### Routed metal, one colour a layer, run 1

The bar under the picture is 50 um long.
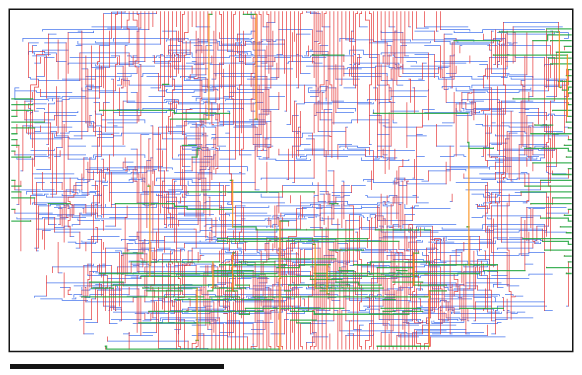
### Nets reached from selected ports, run 1

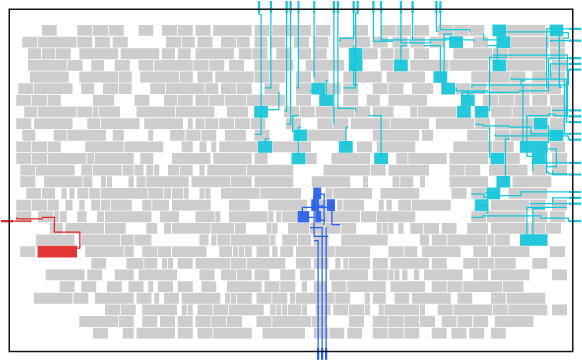
### Clock wires, drivers and flops, run 1

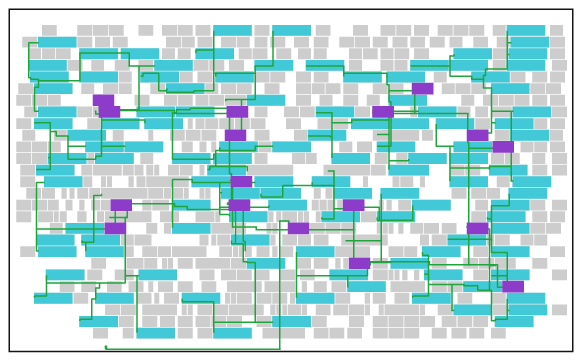
==> config.mk <==
export PLATFORM = sky130hd
export DESIGN_NAME = load_store_unit
export DESIGN_NICKNAME = d
export VERILOG_FILES = /design/src/rtl/load_store_unit.sv
export SDC_FILE = /design/constraint.sdc
export NUM_CORES = 1
export LEC_CHECK = 0
export CAP_MARGIN = 20
export CORE_ASPECT_RATIO = 0.6
export CORE_MARGIN = 1
export CORE_UTILIZATION = 47
export CTS_BUF_LIST = sky130_fd_sc_hd__clkbuf_8
export DETAILED_ROUTE_END_ITERATION = 8
export GPL_ROUTABILITY_DRIVEN = 0
export PLACE_DENSITY = 0.89
export SLEW_MARGIN = 15
export SYNTH_ARGS = -nofsm -noshare
export SYNTH_HDL_FRONTEND = slang
export SYNTH_SLANG_ARGS = --single-unit
==> constraint.sdc <==
create_clock -name clock -period 4.6 [get_ports clock]
set_clock_uncertainty 0.05 [all_clocks]
set_input_delay 1.15 -clock clock [delete_from_list [all_inputs] [get_ports clock]]
set_output_delay 1.15 -clock clock [all_outputs]
set_load 0.01 [all_outputs]
==> src/rtl/load_store_unit.sv <==
`timescale 1ns/1ps
`default_nettype none
// ============================================================================
// Module   : load_store_unit
// Purpose  : Word-aligned load/store sequencer for big-endian data memory.
//            Optional macro LSU_MISALIGN_TRAP_EN traps misaligned accesses.
// Revision : 1.0 - initial release
// ============================================================================

package lsu_pkg;
    typedef enum logic [2:0] {
        LB  = 3'd0,
        LH  = 3'd1,
        LW  = 3'd2,
        LBU = 3'd3,
        LHU = 3'd4,
        SB  = 3'd5,
        SH  = 3'd6,
        SW  = 3'd7
    } load_store_func_code;
endpackage

module load_store_unit
    import lsu_pkg::*;
#(
    parameter int GNT_TIMEOUT = 16,
    parameter int CNT_WIDTH   = $clog2(GNT_TIMEOUT + 1)
) (
    input  logic                clock,
    input  logic                reset_n,
    input  logic                lsu_req_ip,
    input  load_store_func_code lsu_operator_ip,
    input  logic [31:0]         lsu_addr_ip,
    input  logic [31:0]         lsu_wdata_ip,
    output logic                lsu_busy_op,
    output logic                lsu_done_op,
    output logic [31:0]         lsu_rdata_op,
    output logic                lsu_timeout_op,
    output logic                data_req_op,
    output logic [31:0]         data_addr_op,
    output logic [31:0]         wdata_op,
    output load_store_func_code lsu_operator_op,
    input  logic                mem_gnt_ip,
    input  logic [31:0]         load_data_ip
`ifdef LSU_MISALIGN_TRAP_EN
    ,
    output logic                lsu_misalign_op
`endif
);

    typedef enum logic [1:0] {
        S_IDLE = 2'd0,
        S_REQ  = 2'd1,
        S_RESP = 2'd2
    } state_t;

    localparam logic [CNT_WIDTH-1:0] c_cnt_last = CNT_WIDTH'(GNT_TIMEOUT - 1);

    state_t              r_state;
    logic [CNT_WIDTH-1:0] r_cnt;
    load_store_func_code r_op;
    logic [1:0]          r_k;
    logic                r_busy;
    logic                r_done;
    logic [31:0]         r_rdata;
    logic                r_timeout;
    logic                r_req;
    logic [31:0]         r_maddr;
    logic [31:0]         r_wdata;
    load_store_func_code r_mop;
    logic [31:0]         w_req_addr;

    function automatic logic is_load(input load_store_func_code op);
        return (op == LB) || (op == LH) || (op == LW) || (op == LBU) || (op == LHU);
    endfunction

    // Byte lanes are big-endian: lane 0 sits in word[31:24].
    function automatic logic [31:0] fmt_load(input load_store_func_code op,
                                             input logic [1:0]          k,
                                             input logic [31:0]         word);
        logic [7:0]  b;
        logic [15:0] h;
        logic [31:0] res;
        case (k)
            2'd0:    b = word[31:24];
            2'd1:    b = word[23:16];
            2'd2:    b = word[15:8];
            default: b = word[7:0];
        endcase
        h = k[1] ? word[15:0] : word[31:16];
        case (op)
            LB:      res = {{24{b[7]}}, b};
            LBU:     res = {24'd0, b};
            LH:      res = {{16{h[15]}}, h};
            LHU:     res = {16'd0, h};
            LW:      res = word;
            default: res = 32'd0;
        endcase
        return res;
    endfunction

    // Only byte stores keep the full address; everything else is word aligned.
    assign w_req_addr = (lsu_operator_ip == SB) ? lsu_addr_ip : {lsu_addr_ip[31:2], 2'b00};

`ifdef LSU_MISALIGN_TRAP_EN
    logic r_misalign;
    logic w_misalign;

    assign w_misalign = (((lsu_operator_ip == LH) || (lsu_operator_ip == LHU) ||
                          (lsu_operator_ip == SH)) && lsu_addr_ip[0]) ||
                        (((lsu_operator_ip == LW) || (lsu_operator_ip == SW)) &&
                          (lsu_addr_ip[1:0] != 2'b00));
    assign lsu_misalign_op = r_misalign;
`endif

    always_ff @(posedge clock or negedge reset_n) begin
        if (!reset_n) begin
            r_state   <= S_IDLE;
            r_cnt     <= '0;
            r_op      <= LW;
            r_k       <= 2'b00;
            r_busy    <= 1'b0;
            r_done    <= 1'b0;
            r_rdata   <= 32'd0;
            r_timeout <= 1'b0;
            r_req     <= 1'b0;
            r_maddr   <= 32'd0;
            r_wdata   <= 32'd0;
            r_mop     <= LW;
`ifdef LSU_MISALIGN_TRAP_EN
            r_misalign <= 1'b0;
`endif
        end else begin
            case (r_state)
                S_IDLE: begin
                    if (lsu_req_ip) begin
                        r_op   <= lsu_operator_ip;
                        r_k    <= lsu_addr_ip[1:0];
                        r_cnt  <= '0;
                        r_busy <= 1'b1;
`ifdef LSU_MISALIGN_TRAP_EN
                        if (w_misalign) begin
                            r_state    <= S_RESP;
                            r_done     <= 1'b1;
                            r_misalign <= 1'b1;
                        end else
`endif
                        begin
                            r_state <= S_REQ;
                            r_req   <= 1'b1;
                            r_maddr <= w_req_addr;
                            r_wdata <= lsu_wdata_ip;
                            r_mop   <= is_load(lsu_operator_ip) ? LW : lsu_operator_ip;
                        end
                    end
                end
                S_REQ: begin
                    if (mem_gnt_ip || (r_cnt == c_cnt_last)) begin
                        r_state   <= S_RESP;
                        r_done    <= 1'b1;
                        r_req     <= 1'b0;
                        r_maddr   <= 32'd0;
                        r_wdata   <= 32'd0;
                        r_mop     <= LW;
                        r_timeout <= !mem_gnt_ip;
                        r_rdata   <= (mem_gnt_ip && is_load(r_op)) ?
                                     fmt_load(r_op, r_k, load_data_ip) : 32'd0;
                    end else begin
                        r_cnt <= r_cnt + 1'b1;
                    end
                end
                S_RESP: begin
                    r_state   <= S_IDLE;
                    r_busy    <= 1'b0;
                    r_done    <= 1'b0;
                    r_rdata   <= 32'd0;
                    r_timeout <= 1'b0;
`ifdef LSU_MISALIGN_TRAP_EN
                    r_misalign <= 1'b0;
`endif
                end
                default: begin
                    r_state <= S_IDLE;
                    r_busy  <= 1'b0;
                    r_done  <= 1'b0;
                    r_req   <= 1'b0;
                end
            endcase
        end
    end

    assign lsu_busy_op     = r_busy;
    assign lsu_done_op     = r_done;
    assign lsu_rdata_op    = r_rdata;
    assign lsu_timeout_op  = r_timeout;
    assign data_req_op     = r_req;
    assign data_addr_op    = r_maddr;
    assign wdata_op        = r_wdata;
    assign lsu_operator_op = r_mop;

endmodule

`default_nettype wire

==> impl_metrics.csv, run 1 <==
group,metric,value,unit
outcome,status,"completed",
power_and_ir_drop,power_leader,"registers",
synthesis,syn_area,4713,um^2
placement,dp.cells,674,
final_timing,slew_headroom,0.2471,
worst_setup_path,cp_num_buf_inv,1,
placement,numPortBuffers,205,
clocking,htreeDepth,4,
global_route,grt_pass1_vias,4143,
synthesis,simple_gate_share,0.08973,
power_and_ir_drop,ir_drop,350.3,uV
routing,detail_route.first_pass.iterations,5,
global_route,globalRouteOverflowTotal,0,
clocking,cts.sinks,115,
synthesis,top_cells_by_count,"dfrtp_1, a22o_1, nand2_1",
synthesis,synth.area.mux_share,0.04035,
global_route,grt_pass1_wl,23.05,mm
final_timing,fmaxAchievable,324.2,MHz
synthesis,yosysTopAreaCellShare,0.5999,
synthesis,avgSynthCellArea,13.06,um^2
final_layout,diodes,0,
worst_setup_path,cp_top_family,"AND-OR/OR-AND gates",
worst_setup_path,ff2ff_path_depth,7,
worst_setup_path,cp.depth,4,
Back to the opening pictures, 'Routed metal, one colour a layer':
blue -> metal 1  # wire length 6390 um
red -> metal 2  # wire length 7150 um
orange -> metal 4  # wire length 230 um
green -> metal 3  # wire length 1320 um

Back to the opening pictures, 'Nets reached from selected ports':
blue -> `lsu_operator_ip`  # bits 3, direction input, edge south, end cells 6, wire 129 um
red -> `lsu_busy_op`  # bits 1, direction output, edge west, end cells 1, wire 28.2 um
cyan -> `lsu_wdata_ip`  # bits 32, direction input, edge 16 north, 16 east, end cells 32, wire 893 um

Back to the opening pictures, 'Clock wires, drivers and flops':
purple -> clock drivers  # count 17
green -> clock wires  # length 1390 um
cyan -> flip-flops  # count 115
flops lie = spread over the die
routed clock nets = 18

[run 1: cell usage in the layout, fill, tap and decap left out, drive strengths merged, types with 2 or more instances in the layout]
cell           count
clkdlybuf4s50    204
dfrtp            113
a22o              65
nand2             50
clkbuf            20
a221o             17
mux4               8
a221oi             8
buf                8
nor2               8
a222oi             7
inv                6
bufinv             6
o21ai              6
a21oi              5
nor3               4
nand2b             3
nor2b              3
nand4bb            3
clkinv             3
o31ai              2
nand3              2
xnor2              2
ha                 2
dfstp              2
nor3b              2
nor4b              2
[run 1: cell type report]
cell class,instances,area (um^2),area share
inverters,5,18.77,0.002550
well taps,130,162.7,0.02210
clock buffers,20,275.3,0.03740
clock inverters,11,206.4,0.02805
flip-flops and latches,115,2880,0.3913
repair buffers,212,2122,0.2883
multi-input cells,213,1695,0.2303
### Cell outlines without signal wires, run 1

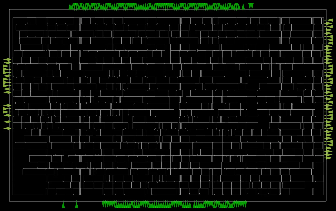

==> run 2, diff against run 1 <==
Settings changed: CORE_UTILIZATION 47 to 44, PLACE_DENSITY 0.89 to 0.84.
Clock period 4.6 ns to 3.07 ns, I/O delays scaled along.
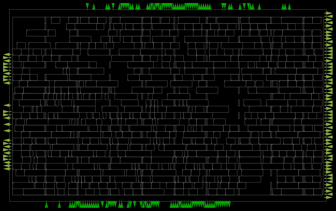
*Cell outlines without signal wires, run 2*
final core utilization: 0.7321
Seq area share: 0.3886

==> run 2 against run 1 <==
Compared with the run above:
- cell count increased by 1.6%
- highest routed layer unchanged
- count of clock-buffer cells in the layout down 2
- cell area up 0.70%
- first-iteration DRC count down 23%
- critical path depth is 4 higher
- total power is 47% higher
- synthesized cell count unchanged
- utilization is 4.6 points lower
- setup slack worse by 0.89 ns
- routed wire length fell by 7.7%
==> impl_metrics.csv, run 2 <==
group,metric,value,unit
power_and_ir_drop,power,6.410,mW
worst_setup_path,cp_num_buf_inv,1,
worst_setup_path,rrSetupSlack,0.62,ns
outcome,status,"completed",
final_layout,diodes,0,
final_layout,area.growth.synth_to_final,57.26,%
synthesis,syn_inst,361,
clocking,cts.sinks,115,
worst_setup_path,ff2ff_path_depth,8,
final_layout,layout.cells.most_common,"clkdlybuf4s50_1",
routing,wl_met2,6.449,mm
final_timing,fmaxAchievable,408.9,MHz
clocking,insertion_delay,0.42,ns
synthesis,avgSynthCellArea,13.06,um^2
die,fp_util,0.4655,
worst_setup_path,cp_top_family,"AND-OR/OR-AND gates",
clocking,htreeDepth,4,
final_timing,slew_headroom,0.4896,
synthesis,yosysTopAreaCellShare,0.5999,
worst_setup_path,cp.depth,8,
final_timing,hold_violations,0,
global_route,grt_start_max_net_pins,71,
clocking,cts_tree,"yes",
power_and_ir_drop,ir_drop,476.8,uV
routing,detail_route.first_pass.iterations,7,
synthesis,ys_top_cells_by_area,"dfrtp_1, a22o_1, nand2_1",
placement,dp_hpwl,9.851,mm
die,die_w,135.6,um
routing,drt_iter0_markers,244,
synthesis,top_cells_by_count,"dfrtp_1, a22o_1, nand2_1",
global_route,grt_pass1_vias,3970,
final_timing,hold_slack,0.3416,ns
placement,numPortBuffers,205,
worst_setup_path,worstPathArrival,2.75,ns
synthesis,syn_area,4713,um^2
final_layout,final_cell_mix,"clkdlybuf4s50_1, dfrtp_1, a22o_1",
final_timing,setup_ws,0.6242,ns
global_route,globalRouteOverflowTotal,0,
die,core.rowCount,28,
global_route,grt_pass1_wl,21.27,mm
placement,dp.cells,685,
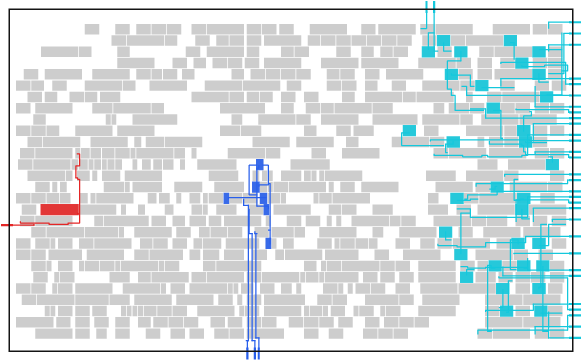
*Nets reached from selected ports, run 2*
cyan -> `lsu_wdata_ip`  # bits 32, direction input, edge 30 east, 2 north, end cells 32, wire 900 um
blue -> `lsu_operator_ip`  # bits 3, direction input, edge south, end cells 6, wire 161 um
red -> `lsu_busy_op`  # bits 1, direction output, edge west, end cells 1, wire 40.5 um

## run 2: cell counts after synthesis
No cell type changed its count.
## run 2: cell type report
class                      instances  area, um^2  share of cell area
sequential                       115        2880              0.3886
timing repair buffer             217        2190              0.2954
multi-input combinational        213        1695              0.2287
clock buffer                      18       247.7             0.03342
clock inverter                    14       211.5             0.02853
tap                              135       168.9             0.02279
inverter                           5       18.77            0.002532
## run 2: power by group
group / total, mW / switching [mW] / internal, mW
Clock: 1.61 / 0.627 / 0.984
Sequential: 2.39 / 0.382 / 2.01
Combinational: 2.41 / 1.00 / 1.40
## run 2: kinds of logic after synthesis
family,synth area share
adders and majority gates,0.005308
AOI/OAI and AO/OA,0.2164
and+or+nand+nor,0.08973
muxes,0.04035
xor gates and xnor gates,0.005576
DFF,0.6111
buffers and inverters,0.03159
No activity file was given, so power comes from the tool's default toggle rates.
